===== config.mk =====
export PLATFORM = sky130hd
export DESIGN_NAME = evolved_circuit_evaluator_flat
export DESIGN_NICKNAME = d
export VERILOG_FILES = /design/src/rtl/evolved_circuit_evaluator_pkg.sv /design/src/rtl/evolved_circuit_evaluator_if.sv /design/src/rtl/evolved_circuit_evaluator_sync.sv /design/src/rtl/evolved_circuit_evaluator.sv /design/src/flat_wrapper.sv
export SDC_FILE = /design/constraint.sdc
export NUM_CORES = 1
export LEC_CHECK = 0
export ABC_AREA = 1
export CORE_ASPECT_RATIO = 0.9
export CORE_MARGIN = 2
export CORE_UTILIZATION = 40
export DETAILED_ROUTE_END_ITERATION = 12
export REMOVE_ABC_BUFFERS = 1
export SETUP_SLACK_MARGIN = 0.5
export SYNTH_ARGS = -nofsm -noshare
export SYNTH_HDL_FRONTEND = slang
export SYNTH_SLANG_ARGS = --single-unit

===== constraint.sdc =====
create_clock -name clk -period 6.2 [get_ports clk]
set_input_delay 1.24 -clock clk [delete_from_list [all_inputs] [get_ports clk]]
set_output_delay 1.24 -clock clk [all_outputs]
set_load 0.02 [all_outputs]

===== src/rtl/evolved_circuit_evaluator_pkg.sv =====
// Shared types and helpers for the evolved-circuit evaluation harness.
//   eval_state_t : harness FSM states
//   num_vec      : number of CUT input vectors for a given input width
//   sat_inc      : saturating increment at a given counter width (<= SAT_W)
package eval_pkg;

    typedef enum logic [2:0] {
        IDLE,
        SETTLE,
        OBSERVE,
        NEXT,
        DONE
    } eval_state_t;

    localparam int unsigned SAT_W = 32;

    function automatic int unsigned num_vec(input int unsigned w);
        return 32'd1 << w;
    endfunction

    // Increment v, clamping at the all-ones value of a w-bit counter.
    function automatic logic [SAT_W-1:0] sat_inc(input logic [SAT_W-1:0] v,
                                                 input int unsigned      w);
        logic [SAT_W-1:0] lim;
        lim = {SAT_W{1'b1}} >> (SAT_W - w);
        return (v >= lim) ? lim : v + SAT_W'(1);
    endfunction

endpackage


===== src/rtl/evolved_circuit_evaluator_if.sv =====
// Handshake and result bus between the evaluation harness and its user/CUT.
//   start       : one-cycle evaluation request
//   busy, done  : run status and one-cycle completion pulse
//   cut_in      : vector driven into the CUT
//   cut_out     : raw (asynchronous) CUT output
//   truth_table, osc_mask, toggle_max : evaluation results
// Modports: master = requester/CUT side, slave = harness.
interface evolved_circuit_evaluator_if #(
    parameter int unsigned IN_WIDTH = 2,
    parameter int unsigned CNT_W    = 16
);
    import eval_pkg::*;

    localparam int unsigned NUM_VEC = num_vec(IN_WIDTH);

    logic                start;
    logic                busy;
    logic                done;
    logic [IN_WIDTH-1:0] cut_in;
    logic                cut_out;
    logic [NUM_VEC-1:0]  truth_table;
    logic [NUM_VEC-1:0]  osc_mask;
    logic [CNT_W-1:0]    toggle_max;

    modport master (
        output start, cut_out,
        input  busy, done, cut_in, truth_table, osc_mask, toggle_max
    );

    modport slave (
        input  start, cut_out,
        output busy, done, cut_in, truth_table, osc_mask, toggle_max
    );

endinterface


===== src/rtl/evolved_circuit_evaluator_sync.sv =====
// Two-flop synchronizer for the asynchronous CUT output.
//   clk, rst : system clock, synchronous active-high reset
//   d        : asynchronous input
//   q        : synchronized output (reset value RST_VAL)
module eval_sync #(
    parameter logic RST_VAL = 1'b0
) (
    input  logic clk,
    input  logic rst,
    input  logic d,
    output logic q
);

    logic meta;

    always_ff @(posedge clk) begin
        if (rst) begin
            meta <= RST_VAL;
            q    <= RST_VAL;
        end else begin
            meta <= d;
            q    <= meta;
        end
    end

endmodule


===== src/rtl/evolved_circuit_evaluator.sv =====
// Clocked harness around an unclocked evolved netlist (CUT). Applies every
// input vector, waits SETTLE_CYCLES, then watches the synchronized output for
// OBSERVE_CYCLES, recording the sampled value, whether it toggled, and the
// worst-case toggle count.
//   clk, rst : system clock, synchronous active-high reset
//   bus      : evolved_circuit_evaluator_if.slave (start/busy/done, CUT
//              drive and sense, result vectors)
// Build option: EVAL_GRAY_ORDER_EN applies vectors in Gray order
// (index ^ (index >> 1)); otherwise binary order. Latency is unchanged.
module evolved_circuit_evaluator
    import eval_pkg::*;
#(
    parameter int unsigned IN_WIDTH       = 2,
    parameter int unsigned SETTLE_CYCLES  = 16,
    parameter int unsigned OBSERVE_CYCLES = 256,
    parameter int unsigned CNT_W          = 16
) (
    input logic                        clk,
    input logic                        rst,
    evolved_circuit_evaluator_if.slave bus
);

    localparam int unsigned NUM_VEC = num_vec(IN_WIDTH);
    localparam int unsigned PH_MAX  = (SETTLE_CYCLES > OBSERVE_CYCLES) ?
                                      SETTLE_CYCLES : OBSERVE_CYCLES;
    localparam int unsigned PH_W    = $clog2(PH_MAX);

    // Map the sequence index onto the vector actually driven into the CUT.
    function automatic logic [IN_WIDTH-1:0] vec_code(input logic [IN_WIDTH-1:0] idx);
`ifdef EVAL_GRAY_ORDER_EN
        return idx ^ (idx >> 1);
`else
        return idx;
`endif
    endfunction

    logic s_out;

    eval_sync #(.RST_VAL(1'b0)) u_sync (
        .clk (clk),
        .rst (rst),
        .d   (bus.cut_out),
        .q   (s_out)
    );

    eval_state_t         state_q,  state_d;
    logic [IN_WIDTH-1:0] idx_q,    idx_d;
    logic [PH_W-1:0]     phase_q,  phase_d;
    logic                prev_q,   prev_d;
    logic [CNT_W-1:0]    tog_q,    tog_d;
    logic [CNT_W-1:0]    tog_upd;
    logic [NUM_VEC-1:0]  tt_q,     tt_d;
    logic [NUM_VEC-1:0]  osc_q,    osc_d;
    logic [CNT_W-1:0]    tmax_q,   tmax_d;
    logic [IN_WIDTH-1:0] cut_in_q, cut_in_d;
    logic                busy_q,   busy_d;
    logic                done_q,   done_d;

    // State and datapath registers.
    always_ff @(posedge clk) begin
        if (rst) begin
            state_q  <= IDLE;
            idx_q    <= '0;
            phase_q  <= '0;
            prev_q   <= 1'b0;
            tog_q    <= '0;
            tt_q     <= '0;
            osc_q    <= '0;
            tmax_q   <= '0;
            cut_in_q <= '0;
            busy_q   <= 1'b0;
            done_q   <= 1'b0;
        end else begin
            state_q  <= state_d;
            idx_q    <= idx_d;
            phase_q  <= phase_d;
            prev_q   <= prev_d;
            tog_q    <= tog_d;
            tt_q     <= tt_d;
            osc_q    <= osc_d;
            tmax_q   <= tmax_d;
            cut_in_q <= cut_in_d;
            busy_q   <= busy_d;
            done_q   <= done_d;
        end
    end

    // Next-state and next-output logic.
    always_comb begin
        state_d  = state_q;
        idx_d    = idx_q;
        phase_d  = phase_q;
        prev_d   = prev_q;
        tog_d    = tog_q;
        tog_upd  = tog_q;
        tt_d     = tt_q;
        osc_d    = osc_q;
        tmax_d   = tmax_q;
        cut_in_d = cut_in_q;
        busy_d   = busy_q;
        done_d   = 1'b0;

        case (state_q)
            IDLE: begin
                busy_d = 1'b0;
                if (bus.start) begin
                    tt_d     = '0;
                    osc_d    = '0;
                    tmax_d   = '0;
                    idx_d    = '0;
                    phase_d  = '0;
                    cut_in_d = vec_code('0);
                    busy_d   = 1'b1;
                    state_d  = SETTLE;
                end
            end

            SETTLE: begin
                if (phase_q == PH_W'(SETTLE_CYCLES - 1)) begin
                    // Baseline for toggle detection in the observe window.
                    prev_d  = s_out;
                    tog_d   = '0;
                    phase_d = '0;
                    state_d = OBSERVE;
                end else begin
                    phase_d = phase_q + PH_W'(1);
                end
            end

            OBSERVE: begin
                if (s_out != prev_q) begin
                    tog_upd = CNT_W'(sat_inc(SAT_W'(tog_q), CNT_W));
                end
                tog_d  = tog_upd;
                prev_d = s_out;
                if (phase_q == PH_W'(OBSERVE_CYCLES - 1)) begin
                    tt_d[cut_in_q]  = s_out;
                    osc_d[cut_in_q] = (tog_upd != '0);
                    if (tog_upd > tmax_q) begin
                        tmax_d = tog_upd;
                    end
                    phase_d = '0;
                    state_d = NEXT;
                end else begin
                    phase_d = phase_q + PH_W'(1);
                end
            end

            NEXT: begin
                if (idx_q == IN_WIDTH'(NUM_VEC - 1)) begin
                    busy_d  = 1'b0;
                    done_d  = 1'b1;
                    state_d = DONE;
                end else begin
                    idx_d    = idx_q + IN_WIDTH'(1);
                    cut_in_d = vec_code(idx_q + IN_WIDTH'(1));
                    state_d  = SETTLE;
                end
            end

            DONE: begin
                busy_d  = 1'b0;
                state_d = IDLE;
            end

            default: begin
                busy_d  = 1'b0;
                state_d = IDLE;
            end
        endcase
    end

    assign bus.busy        = busy_q;
    assign bus.done        = done_q;
    assign bus.cut_in      = cut_in_q;
    assign bus.truth_table = tt_q;
    assign bus.osc_mask    = osc_q;
    assign bus.toggle_max  = tmax_q;

endmodule


===== src/flat_wrapper.sv =====
// flat-port wrapper written by rule: the top's interface ports become plain ports
module evolved_circuit_evaluator_flat import eval_pkg::*;
#(
    parameter int unsigned IN_WIDTH       = 2,
    parameter int unsigned SETTLE_CYCLES  = 16,
    parameter int unsigned OBSERVE_CYCLES = 256,
    parameter int unsigned CNT_W          = 16
)
  (clk, rst, bus_start, bus_cut_out, bus_busy, bus_done, bus_cut_in, bus_truth_table, bus_osc_mask, bus_toggle_max);
  evolved_circuit_evaluator_if #(.IN_WIDTH(IN_WIDTH), .CNT_W(CNT_W)) bus_i ();
  input logic clk;
  input logic rst;
  input wire logic [$bits(bus_i.start)-1:0] bus_start;
  input wire logic [$bits(bus_i.cut_out)-1:0] bus_cut_out;
  output wire logic [$bits(bus_i.busy)-1:0] bus_busy;
  output wire logic [$bits(bus_i.done)-1:0] bus_done;
  output wire logic [$bits(bus_i.cut_in)-1:0] bus_cut_in;
  output wire logic [$bits(bus_i.truth_table)-1:0] bus_truth_table;
  output wire logic [$bits(bus_i.osc_mask)-1:0] bus_osc_mask;
  output wire logic [$bits(bus_i.toggle_max)-1:0] bus_toggle_max;
  assign bus_i.start = bus_start;
  assign bus_i.cut_out = bus_cut_out;
  assign bus_busy = bus_i.busy;
  assign bus_done = bus_i.done;
  assign bus_cut_in = bus_i.cut_in;
  assign bus_truth_table = bus_i.truth_table;
  assign bus_osc_mask = bus_i.osc_mask;
  assign bus_toggle_max = bus_i.toggle_max;
  evolved_circuit_evaluator #(.IN_WIDTH(IN_WIDTH), .SETTLE_CYCLES(SETTLE_CYCLES), .OBSERVE_CYCLES(OBSERVE_CYCLES), .CNT_W(CNT_W)) u_core (.clk(clk), .rst(rst), .bus(bus_i));
endmodule

==> results.toml, run 1 <==
# physical design summary
[outcome]
status = "finished clean"

[drt]
ant_nets = 0
viasPerCell = 4.83
first_pass_iters = 5
routed_wirelength_mm = 8.48
drt_iter0_drc = 104

[final_layout]
comb_area_sq_um = 2000
drive_gt1_share_pct = 8.63
fillers = 908
comb_cells = 385
diodes = 0
final_cell_mix = "146 x nand2_1, 71 x inv_1, 58 x dfxtp_1, 55 x nor2_1, 55 x a21oi_1"
sh_comb_area_pct = 49.0
clkCellAreaFrac_pct = 4.20
largest_cell_class = "logic gates"

[synth]
ys.warnings.count = 0
xor_share_pct = 0.994
ys_seq_share_pct = 33.0
synthAoiAreaFrac_pct = 12.4
synth.avg_cell_area_sq_um = 6.61
simple_gate_share_pct = 35.5
top_cells_by_count = "146 x nand2_1, 71 x inv_1, 58 x dfxtp_1"
top_cell = "nand2_1"
fa_ha_area_share_pct = 7.81
synthCells = 533
netlist_area_sq_um = 3520

[pwr]
switchingPower_mw = 0.203
p_seq_share_pct = 50.7
leakage_nw = 1.65
combPwrFrac_pct = 7.6
ir_drop_uv = 112
p_clk_share_pct = 41.7

[setup_path]
crit_type = "flop to flop"
rr_endpoint = "u_core.bus.toggle_max[0]$_SDFFE_PP0P_"
cp-endpoint = "u_core.bus.toggle_max[0]$_SDFFE_PP0P_"
crit_top_cell = "nand2_1"
path_delay_family = "simple AND/OR/NAND/NOR gates"
cp_cell_sequence = "ha_1 -> nand2_1 -> nor2_4 -> nand3_1 -> o21ai_0 -> nand2_1 -> nor2_1 -> inv_2 -> ha_1 -> nand2_1 -> inv_1 -> nand3_1 -> nor4_1 -> inv_1 -> o21ai_1 -> nand2_2 -> nand2_2 -> nand2_1 -> a21oi_1"
reg2reg_slack_ns = 2.81
cpMaxStageDelayCell = "dfxtp_1"
crit_path_start_kind = "flop"
cp-end-kind = "flop"
worst-path-stages = 19
worstPathRequired_ns = 6.46
cp_num_buf_inv = 3

[global_route]
grt_use_total_pct = 19.1
grt_pass1_wl_mm = 14.5
grt_pass1_vias = 3192
grt_antenna_before_repair = 0
grt_max_degree = 51

[final_timing]
slew-limit-headroom_pct = 48.9
worst_pin_slew_ns = 0.766
hold_viol = 0
fmax_mhz = 295
fin_crit_ns = 3.39

[job]
maxCapViolations = 0

[placed_design]
hpwl_mm = 6.16
preCtsSetupSlack_ns = 2.84
io_buffer_count = 31

[floorplan]
die_height_microns = 93.0
pin_count = 32
row_count = 32
n_tap_cell = 119
die_w_microns = 103

[min_path]
min_path_cells = 2
min_to = "u_core.u_sync.q$_SDFF_PP0_"

[clocking]
clk_pin_slew_ns = 0.06
clock_tree.buffer_depth = 2
post_cts_resize_count = 0
tritoncts = "yes"
cts_hold_buffers = 0
run 1: power groups by stage:
| stage | sequential [mW] | clock [mW] | combinational (mW) |
|---|---|---|---|
| finish | 0.379 | 0.312 | 0.0569 |
| CTS | 0.379 | 0.320 | 0.0574 |
| detailed placement | 0.388 | 0 | 0.0571 |
| global placement | 0.388 | 0 | 0.0567 |
| floorplan | 0.389 | 0 | 0.0335 |
| global route | 0.379 | 0.339 | 0.0643 |
run 1: per-stage QoR:
stage	hold slack, ns	instances
after detailed placement	0.407	671
after global placement	0.409	671
final	0.412	687
after floorplan	0.388	520
after CTS	0.417	687
after global routing	0.435	687
run 1: per-layer routing:
metal,track usage [%],vias up,part of all wire [%]
li1,-,1755,-
met1,26.1,1498,50
met2,29.9,56,44
met3,4.93,7,4.8
met4,5.04,0,1.2
met5,0,-,0
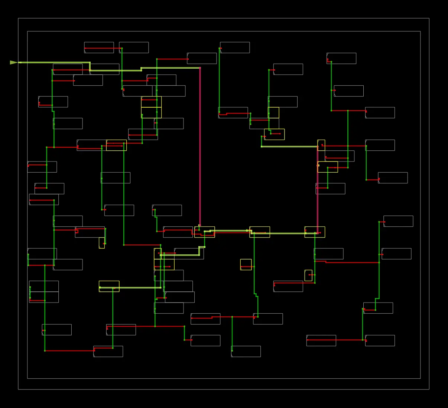
Fig. 1. Clock nets (run 1).
clk latency late pin: 0.34 ns
Sink Count: 58
CTS buffer count: 9
Clock Skews: 0.0103 ns

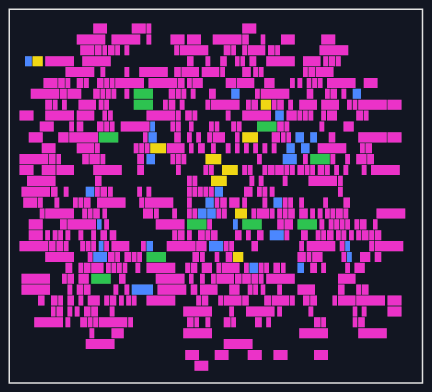
Fig. 2. Cells by drive strength (run 1).
(4 px per micron)
[blue] drive 2 | cells: 30 | share: 5.3% | most used: nand2_2
[yellow] drive 3 to 4 | cells: 9 | share: 1.6% | most used: nand2_4
[green] drive 6 and up | cells: 10 | share: 1.8% | most used: clkbuf_8
[magenta] drive 1 or less | cells: 519 | share: 91% | most used: nand2_1
cell area after layout: 4080 sq um
worst setup margin: 2.81 ns
non-clock buffer count: 32
synthesis-to-finish area growth: 15.8%

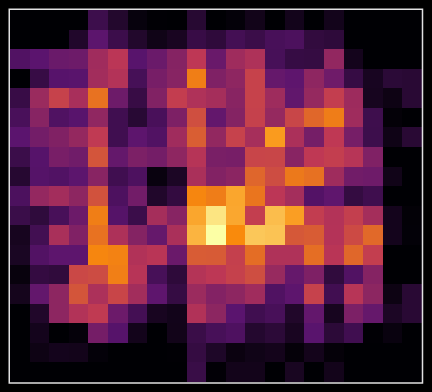
Fig. 3. Signal metal coverage by tile (run 1).
(4 px per micron) The die is cut into 21 by 19 equal tiles; black is low, pale yellow is high, scaled to the fullest tile. Values are wire area over tile area, all layers added.
densest ninth of the die: center
tiles over half the peak: 17%
fullest tile: 0.51
mean over tiles: 0.14
emptiest ninth of the die: lower right

Fig. 4: run 1, signal wires on met3
(4 px per micron)
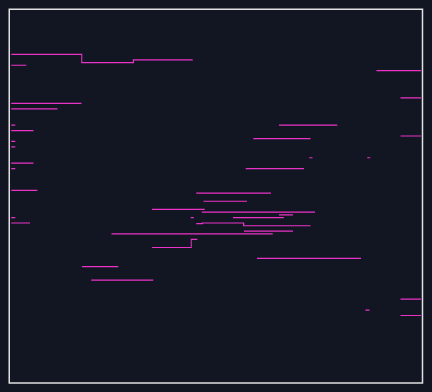

==> run 2, diff against run 1 <==
==> constraint.sdc (replaced) <==
create_clock -name clk -period 2.9 [get_ports clk]
set_input_delay 0.58 -clock clk [delete_from_list [all_inputs] [get_ports clk]]
set_output_delay 0.58 -clock clk [all_outputs]
set_load 0.02 [all_outputs]
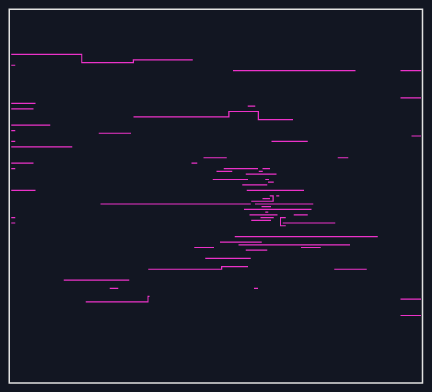
Fig. 5. Signal wires on met3 (run 2).
(4 px per micron)
longest straight run: 37.3 microns
main direction: horizontal
wire length on this layer: 554 microns
vias: 3547
M3 GR Usage: 5.23%
Routed WL: 9.50 mm

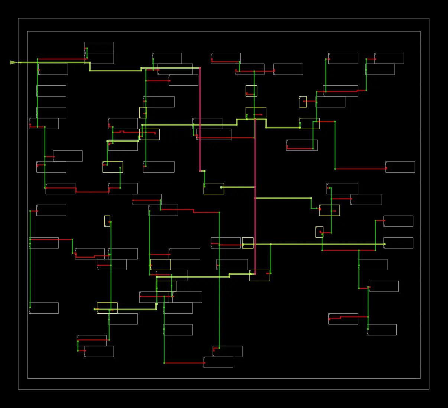
Fig. 6. Clock nets (run 2).
Clock Skews: 0.0132 ns
power in the clock group: 0.672 mW
FF+latch count: 58
clk latency late pin: 0.35 ns
clock buf count: 11

==> results.toml, run 2 <==
# physical design summary
[placed_design]
hpwl_mm = 6.50
preCtsSetupSlack_ns = -0.0126
io_buffer_count = 31

[synth]
synth.avg_cell_area_sq_um = 6.61
xor_share_pct = 0.994
synthCells = 533
top_cell = "nand2_1"

[pwr]
p_seq_share_pct = 49.2
combPwrFrac_pct = 9.9
switchingPower_mw = 0.455

[drt]
wl_met1_mm = 4.51
wl_met3_microns = 553
ant_nets = 0
wl_met2_mm = 4.28

[clocking]
numCtsBuffers = 9
clock_tree.buffer_depth = 2
clk_pin_slew_ns = 0.07

[setup_path]
rr_endpoint = "u_core.bus.toggle_max[13]$_SDFFE_PP0P_"
cp_num_buf_inv = 4
cpMaxStageDelayCell = "dfxtp_4"
crit_path_start_kind = "flop"
path_delay_family = "simple AND/OR/NAND/NOR gates"

[global_route]
grt_pass1_wl_mm = 15.6
grt_util_met2_pct = 32.4
grt_pass1_vias = 3349
grt_busiest_layer = "met2"
grt_antenna_before_repair = 0

[final_timing]
setup_slack_ns = 0.0478
fmax_mhz = 351
worst_pin_slew_ns = 0.571
fin_crit_ns = 2.85

[job]
maxCapViolations = 0

[outcome]
status = "finished clean"

[final_layout]
drive_gt1_share_pct = 21.3
final_cells = 721
final_cell_mix = "136 x nand2_1, 68 x inv_1, 49 x nor2_1, 49 x a21oi_1, 47 x dfxtp_1"
diodes = 0
areaGrowthSynthToFinish_pct = 31.7
fillers = 875

[floorplan]
die_height_microns = 93.0
row_count = 32
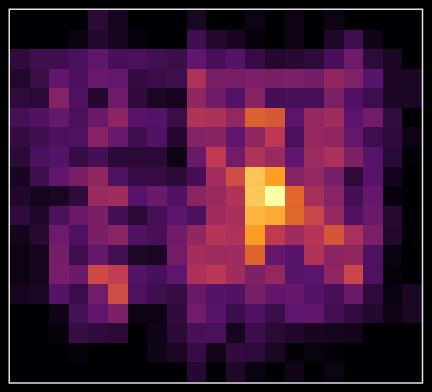
Fig. 7. Signal metal coverage by tile (run 2).
(4 px per micron) The die is cut into 21 by 19 equal tiles; black is low, pale yellow is high, scaled to the fullest tile. Values are wire area over tile area, all layers added.
densest ninth of the die: center
mean over tiles: 0.16
nearly empty tiles: 18%

==> run 2: cell counts after synthesis <==
No cell type changed its count.
==> run 2: cell type report <==
cell class / instances / area (sq um) / share of cell area, %
sequential: 58 / 1180 / 25.5
clock inverter: 5 / 30.0 / 0.647
clock buffer: 11 / 141 / 3.05
tap: 119 / 149 / 3.21
timing repair buffer: 65 / 611 / 13.2
inverter: 77 / 289 / 6.23
multi-input combinational: 386 / 2240 / 48.2
==> run 2: power by group through the flow <==
stage	Clock [mW]	Combinational, mW	Sequential, mW
2_1_floorplan	0	0.0717	0.831
5_1_grt	0.723	0.179	0.808
4_1_cts	0.690	0.144	0.809
3_5_place_dp	0	0.139	0.828
6_report	0.672	0.163	0.807
3_3_place_gp	0	0.138	0.828
==> run 3, diff against run 2 <==
--- a/config.mk
+++ b/config.mk
@@ -6,6 +6,7 @@
 export NUM_CORES = 1
 export LEC_CHECK = 0
 export ABC_AREA = 1
+export CAP_MARGIN = 30
 export CORE_ASPECT_RATIO = 0.9
 export CORE_MARGIN = 2
 export CORE_UTILIZATION = 40
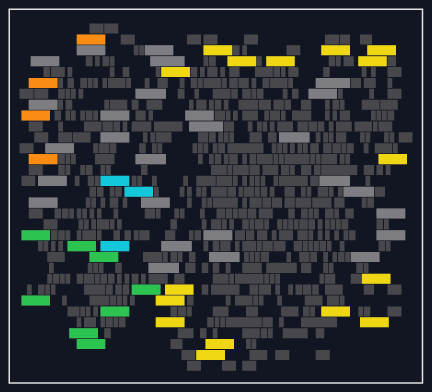
Fig. 8. Register map, names as in the netlist (run 3).
(4 px per micron)
[orange] u_core.bus.osc_mask | placed flops: 4 | where: upper left
[yellow] u_core.bus.toggle_max | placed flops: 16
[green] u_core.phase_q | placed flops: 8 | where: lower left
[cyan] u_core.state_q | placed flops: 3

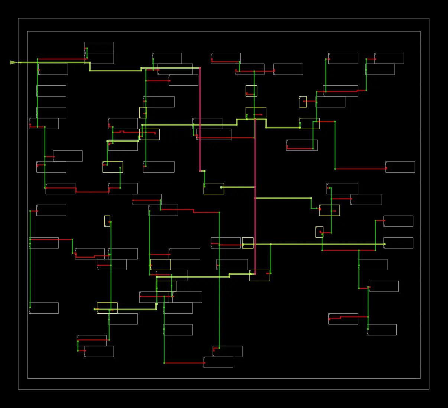
Fig. 9. Clock nets (run 3).

==> results.toml, run 3 <==
# physical design summary
[synth]
ys_seq_share_pct = 33.0
synth_top_cell_by_area = "dfxtp_1"
synth.avg_cell_area_sq_um = 6.61
simple_gate_share_pct = 35.5
fa_ha_area_share_pct = 7.81
yosysChipArea_sq_um = 3520
xor_share_pct = 0.994
top_cell = "nand2_1"
ys.warnings.count = 0
top_cells_by_count = "146 x nand2_1, 71 x inv_1, 58 x dfxtp_1"
netlist_area_sq_um = 3520
synthAoiAreaFrac_pct = 12.4
synthCells = 533

[final_timing]
fin_crit_ns = 2.85
holdWs_ns = 0.408
rsz0062_at_grt = "yes"
slew-limit-headroom_pct = 61.9
tns_ns = 0
setup_slack_ns = 0.0478
worst_pin_slew_ns = 0.571
skew_ns = 0.0132
hold_viol = 0
fmax_mhz = 351
min_period_over_period_pct = 98.4

[final_layout]
drive_gt1_share_pct = 21.3
final_cells = 721
final_cell_mix = "136 x nand2_1, 68 x inv_1, 49 x nor2_1, 49 x a21oi_1, 47 x dfxtp_1"
diodes = 0
areaGrowthSynthToFinish_pct = 31.7
fillers = 875
stdcell_area_sq_um = 4640

[drt]
viasPerCell = 4.92
first_pass_iters = 8
drt_iter0_drc = 206
routed_wirelength_mm = 9.50
ant_nets = 0
vias = 3547

[global_route]
grt_use_total_pct = 20.6
grt_pass1_wl_mm = 15.6
grt_pass1_vias = 3349
grt_max_degree = 31
grt_antenna_before_repair = 0

[clocking]
tritoncts = "yes"
clock.latency.late_pin_ns = 0.35
clk_pin_slew_ns = 0.07
clock_tree.buffer_depth = 2
cts_hold_buffers = 0
numCtsBuffers = 9
cts.sinks = 58

[min_path]
min_path_cells = 2
worst_hold_path_type = "flop to flop"
min_to = "u_core.u_sync.q$_SDFF_PP0_"

[floorplan]
row_count = 32
pin_count = 32
die_height_microns = 93.0
die_w_microns = 103

[setup_path]
reg2reg_slack_ns = 0.05
crit_top_cell = "nand2_2"
cpMaxStageDelayCell = "dfxtp_4"
path_delay_family = "simple AND/OR/NAND/NOR gates"
crit_type = "flop to flop"
worst-path-stages = 20
cp.arrival_ns = 3.14
worstPathRequired_ns = 3.19
cp-end-kind = "flop"
cp_num_buf_inv = 4
crit_path_start_kind = "flop"
cp_cell_sequence = "ha_4 -> nand2_4 -> nor2_4 -> nand3_2 -> o21ai_1 -> nand2_1 -> nor2_2 -> inv_2 -> ha_4 -> nand2_2 -> inv_2 -> nand3_4 -> nor4_4 -> inv_1 -> o21ai_2 -> nand2_2 -> nand2_4 -> clkbuf_16 -> nand2_2 -> a21oi_2"
cp-endpoint = "u_core.bus.toggle_max[13]$_SDFFE_PP0P_"
rr_endpoint = "u_core.bus.toggle_max[13]$_SDFFE_PP0P_"

[pwr]
switchingPower_mw = 0.455
p_seq_share_pct = 49.2
ir_drop_uv = 248
p_clk_share_pct = 40.9
p_clk_mw = 0.672
power.group.top = "sequential cells"
p_seq_mw = 0.807
comb_power_mw = 0.163
combPwrFrac_pct = 9.9
leakage_nw = 1.91

[job]
maxCapViolations = 0

[placed_design]
dp_cells = 690
io_buffer_count = 31
preCtsSetupSlack_ns = -0.0126
hpwl_mm = 6.50
post_dp_cell_area_sq_um = 4080

[outcome]
status = "finished clean"
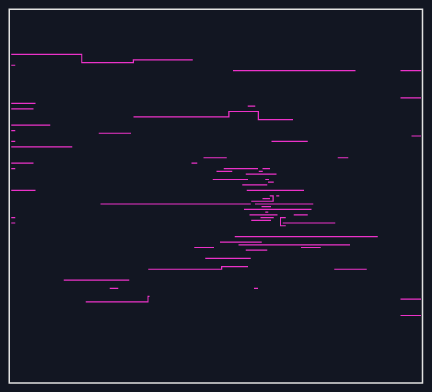
Fig. 10. Signal wires on met3 (run 3).
(4 px per micron)
main direction: horizontal
longest straight run: 37.3 microns
wire length on this layer: 554 microns
share of all routed wire: 5.8%
nets with wire on the layer: 50

[run 3: repair_timing]
action | CTS | global route
buffers inserted | 7 | 6
pin swaps | 4 | 19
endpoints found under the setup margin | 16 | 16
gates resized | 32 | 38
gates cloned | 0 | 2
hold endpoints to repair | 0 | 0
[run 3: area by class of cell]
class,count,area [sq um],share of cell area (%)
Clock buffer,11,141,3.05
Clock inverter,5,30.0,0.647
Inverter,77,289,6.23
Multi-Input combinational cell,386,2240,48.2
Sequential cell,58,1180,25.5
Tap cell,119,149,3.21
Timing Repair Buffer,65,611,13.2
[run 3: layer usage]
layer  wire length [microns]  part of all wire [%]  up-vias  track usage (%)
li1                        -                     -     1832                -
met1                    4510                    48     1601             28.3
met2                    4280                    45       96             32.4
met3                     553                   5.8       18             5.23
met4                     148                   1.6        0             4.71
met5                       0                     0        -                0
No activity file was given, so power comes from the tool's default toggle rates.
